### config.mk
export PLATFORM = sky130hd
export DESIGN_NAME = i2s_loopback_core_flat
export DESIGN_NICKNAME = d
export VERILOG_FILES = /design/src/rtl/i2s_loopback_core_if.sv /design/src/rtl/i2s_loopback_core.sv /design/src/flat_wrapper.sv
export SDC_FILE = /design/constraint.sdc
export NUM_CORES = 1
export LEC_CHECK = 0
export ABC_AREA = 1
export CAP_MARGIN = 20
export CORE_MARGIN = 2
export CORE_UTILIZATION = 48
export CTS_CLUSTER_SIZE = 24
export DETAILED_ROUTE_END_ITERATION = 16
export MAX_ROUTING_LAYER = met4
export PLACE_DENSITY_LB_ADDON = 0.3
export SLEW_MARGIN = 20
export SYNTH_ARGS = -nofsm -noshare
export SYNTH_HDL_FRONTEND = slang
export SYNTH_SLANG_ARGS = --single-unit
### constraint.sdc
create_clock -name mck -period 1.6 [get_ports mck]
set_input_delay 0.4 -clock mck [delete_from_list [all_inputs] [get_ports mck]]
set_output_delay 0.4 -clock mck [all_outputs]
set_load 0.01 [all_outputs]
### src/rtl/i2s_loopback_core_if.sv
// Parallel sample and serial I2S signals of the loopback core, bundled so the
// core and its environment see one port with a direction per side.
interface i2s_loopback_core_if #(
   parameter int DATA_W = 24
);
   logic [DATA_W-1:0] tx_data;
   logic              sdin;
   logic              sck;
   logic              bck;
   logic              lrck;
   logic              sdout;
   logic [DATA_W-1:0] rx_data;
   logic              rx_valid;
   logic              rx_right;

   // Core side: generates the clocks, transmits and receives.
   modport master (
      input  tx_data, sdin,
      output sck, bck, lrck, sdout, rx_data, rx_valid, rx_right
   );

   // Environment side: supplies samples and serial input, observes the rest.
   modport slave (
      output tx_data, sdin,
      input  sck, bck, lrck, sdout, rx_data, rx_valid, rx_right
   );
endinterface

### src/rtl/i2s_loopback_core.sv
// I2S master transmitter plus receiver, both timed from one free-running
// 9-bit mck counter: sck = cnt[0], bck = cnt[2], lrck = cnt[8], slot = cnt[7:3].
// The transmitter sends the latched sample MSB first in slots 1..24 of each
// channel; the receiver samples sdin mid-slot and publishes the word in slot 24.
// Only DATA_W = 24 is supported (the word must fit inside the 32-slot channel).
module i2s_loopback_core #(
   parameter int DATA_W = 24
) (
   input logic                 mck,
   input logic                 reset,
   i2s_loopback_core_if.master bus
);
   localparam logic [4:0] LAST_SLOT = 5'(DATA_W);

   logic [8:0]        cnt_q, cnt_d;
   logic [DATA_W-1:0] tx_q, tx_d;
   logic              sdout_q, sdout_d;
   logic [DATA_W-1:0] rx_sh_q, rx_sh_d;
   logic [DATA_W-1:0] rx_data_q, rx_data_d;
   logic              rx_valid_q, rx_valid_d;
   logic              rx_right_q, rx_right_d;

   logic       bck_fall;   // this edge takes cnt[2:0] from 7 to 0
   logic       bck_rise;   // this edge takes cnt[2:0] from 3 to 4
   logic [4:0] slot_now;   // slot the counter is in before this edge
   logic [4:0] slot_next;  // slot the counter enters on this edge

   assign bck_fall  = (cnt_q[2:0] == 3'd7);
   assign bck_rise  = (cnt_q[2:0] == 3'd3);
   assign slot_now  = cnt_q[7:3];
   assign slot_next = cnt_d[7:3];

   // Next-state logic for the counter, transmit shifter and receiver.
   always_comb begin
      // NOTE: every _d gets its hold value first so no path through this block can infer a latch.
      cnt_d      = cnt_q + 9'd1;
      tx_d       = tx_q;
      sdout_d    = sdout_q;
      rx_sh_d    = rx_sh_q;
      rx_data_d  = rx_data_q;
      rx_valid_d = 1'b0;
      rx_right_d = rx_right_q;

      // Transmit side: sdout only moves on bck falling events. Entering slot 0
      // is the lrck edge, where the new sample is captured and the line idles.
      if (bck_fall) begin
         if (slot_next == 5'd0) begin
            tx_d    = bus.tx_data;
            sdout_d = 1'b0;
         end else if (slot_next <= LAST_SLOT) begin
            sdout_d = tx_q[DATA_W-1];
            tx_d    = {tx_q[DATA_W-2:0], 1'b0};
         end else begin
            sdout_d = 1'b0;
         end
      end

      // Receive side: sample mid-slot in the data slots, publish on the last one.
      if (bck_rise && (slot_now >= 5'd1) && (slot_now <= LAST_SLOT)) begin
         rx_sh_d = {rx_sh_q[DATA_W-2:0], bus.sdin};
         if (slot_now == LAST_SLOT) begin
            rx_data_d  = {rx_sh_q[DATA_W-2:0], bus.sdin};
            rx_valid_d = 1'b1;
            rx_right_d = cnt_q[8];
         end
      end
   end

   // State registers with synchronous active-low reset.
   always_ff @(posedge mck) begin
      // NOTE: all state uses non-blocking assignment so every flop sees pre-edge values.
      if (!reset) begin
         // NOTE: the shift registers are cleared too, so an aborted frame leaves no residue.
         cnt_q      <= '0;
         tx_q       <= '0;
         sdout_q    <= 1'b0;
         rx_sh_q    <= '0;
         rx_data_q  <= '0;
         rx_valid_q <= 1'b0;
         rx_right_q <= 1'b0;
      end else begin
         cnt_q      <= cnt_d;
         tx_q       <= tx_d;
         sdout_q    <= sdout_d;
         rx_sh_q    <= rx_sh_d;
         rx_data_q  <= rx_data_d;
         rx_valid_q <= rx_valid_d;
         rx_right_q <= rx_right_d;
      end
   end

   // The derived clocks are counter flop bits, so they are glitch-free.
   assign bus.sck      = cnt_q[0];
   assign bus.bck      = cnt_q[2];
   assign bus.lrck     = cnt_q[8];
   assign bus.sdout    = sdout_q;
   assign bus.rx_data  = rx_data_q;
   assign bus.rx_valid = rx_valid_q;
   assign bus.rx_right = rx_right_q;
endmodule

### src/flat_wrapper.sv
// flat-port wrapper written by rule: the top's interface ports become plain ports
module i2s_loopback_core_flat 
#(
   parameter int DATA_W = 24
)
  (mck, reset, bus_tx_data, bus_sdin, bus_sck, bus_bck, bus_lrck, bus_sdout, bus_rx_data, bus_rx_valid, bus_rx_right);
  i2s_loopback_core_if #(.DATA_W(DATA_W)) bus_i ();
  input logic mck;
  input logic reset;
  input wire logic [$bits(bus_i.tx_data)-1:0] bus_tx_data;
  input wire logic [$bits(bus_i.sdin)-1:0] bus_sdin;
  output wire logic [$bits(bus_i.sck)-1:0] bus_sck;
  output wire logic [$bits(bus_i.bck)-1:0] bus_bck;
  output wire logic [$bits(bus_i.lrck)-1:0] bus_lrck;
  output wire logic [$bits(bus_i.sdout)-1:0] bus_sdout;
  output wire logic [$bits(bus_i.rx_data)-1:0] bus_rx_data;
  output wire logic [$bits(bus_i.rx_valid)-1:0] bus_rx_valid;
  output wire logic [$bits(bus_i.rx_right)-1:0] bus_rx_right;
  assign bus_i.tx_data = bus_tx_data;
  assign bus_i.sdin = bus_sdin;
  assign bus_sck = bus_i.sck;
  assign bus_bck = bus_i.bck;
  assign bus_lrck = bus_i.lrck;
  assign bus_sdout = bus_i.sdout;
  assign bus_rx_data = bus_i.rx_data;
  assign bus_rx_valid = bus_i.rx_valid;
  assign bus_rx_right = bus_i.rx_right;
  i2s_loopback_core #(.DATA_W(DATA_W)) u_core (.mck(mck), .reset(reset), .bus(bus_i));
endmodule
==> results.json <==
{
  "status": "finished, violations left",
  "clkSinkCount": 83,
  "row_count": 31,
  "worst_slack_ns": -0.144,
  "antenna_left": 0,
  "chipWidth_um": 89.6,
  "p_sw_frac": 0.245,
  "worst-endpoint-arrival_ns": 2.00,
  "cpMostUsedCell": "nand2_1",
  "overflow": 0,
  "gp_congestion": 0.793,
  "synth.area.top_cells": "dfxtp_1 47%, a21oi_1 11%, inv_1 9.0%, nand3_1 8.0%, nand2_1 7.5%",
  "worstSetupEndpointType": "flip-flop",
  "grt_antenna_before_repair": 0,
  "p_int_mw": 2.81,
  "timing.rr.start": "u_core.cnt_q[3]$_SDFF_PN0_",
  "final_cell_area_um2": 4990,
  "cts_hold_buf": 0,
  "cp-start-kind": "flip-flop",
  "fp.dieH_um": 89.6,
  "synth.cellmix.xorXnorShare": 0,
  "setup_viol": 25,
  "violations": "setup timing"
}
## per-layer routing
metal  share of wire  track usage  vias up
met5               0            -        -
met4           0.016       0.0719        0
met3           0.045       0.0402       17
met2            0.51        0.369       88
met1            0.43        0.259     1548
li1                -            -     1691
## final cells by class
class / count / area (um2)
Inverter: 85 / 338
Sequential cell: 83 / 1680
Timing Repair Buffer: 93 / 1020
Clock buffer: 10 / 138
Clock inverter: 6 / 41.3
Multi-Input combinational cell: 282 / 1650
Fill cell: 561 / 2180
Tap cell: 99 / 124
## cells by family after synthesis
kind of cell | Yosys count
AND-OR/OR-AND | 125
adder cells (fa/ha/maj) | 3
buffers and inverters | 112
flip-flops | 83
AND/OR/NAND/NOR | 154
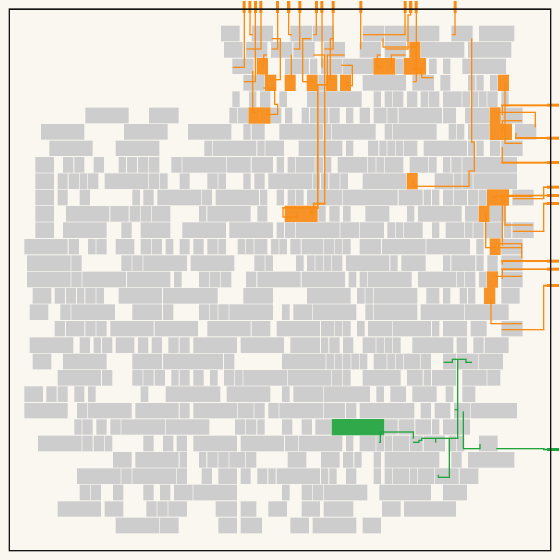
port_nets.png
| port | colour | bits | direction | end cells | buffers | wire |
|---|---|---|---|---|---|---|
| bus_tx_data | orange | 24 | input | 24 | 24 | 470 um |
| bus_bck | green | 1 | output | 1 | 2 | 63.1 um |

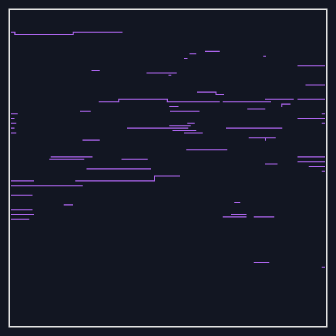
met3.png
nets with wire on the layer: 45
wire length on this layer: 419 um
longest straight run: 22.3 um
main direction: horizontal
share of all routed wire: 4.5%

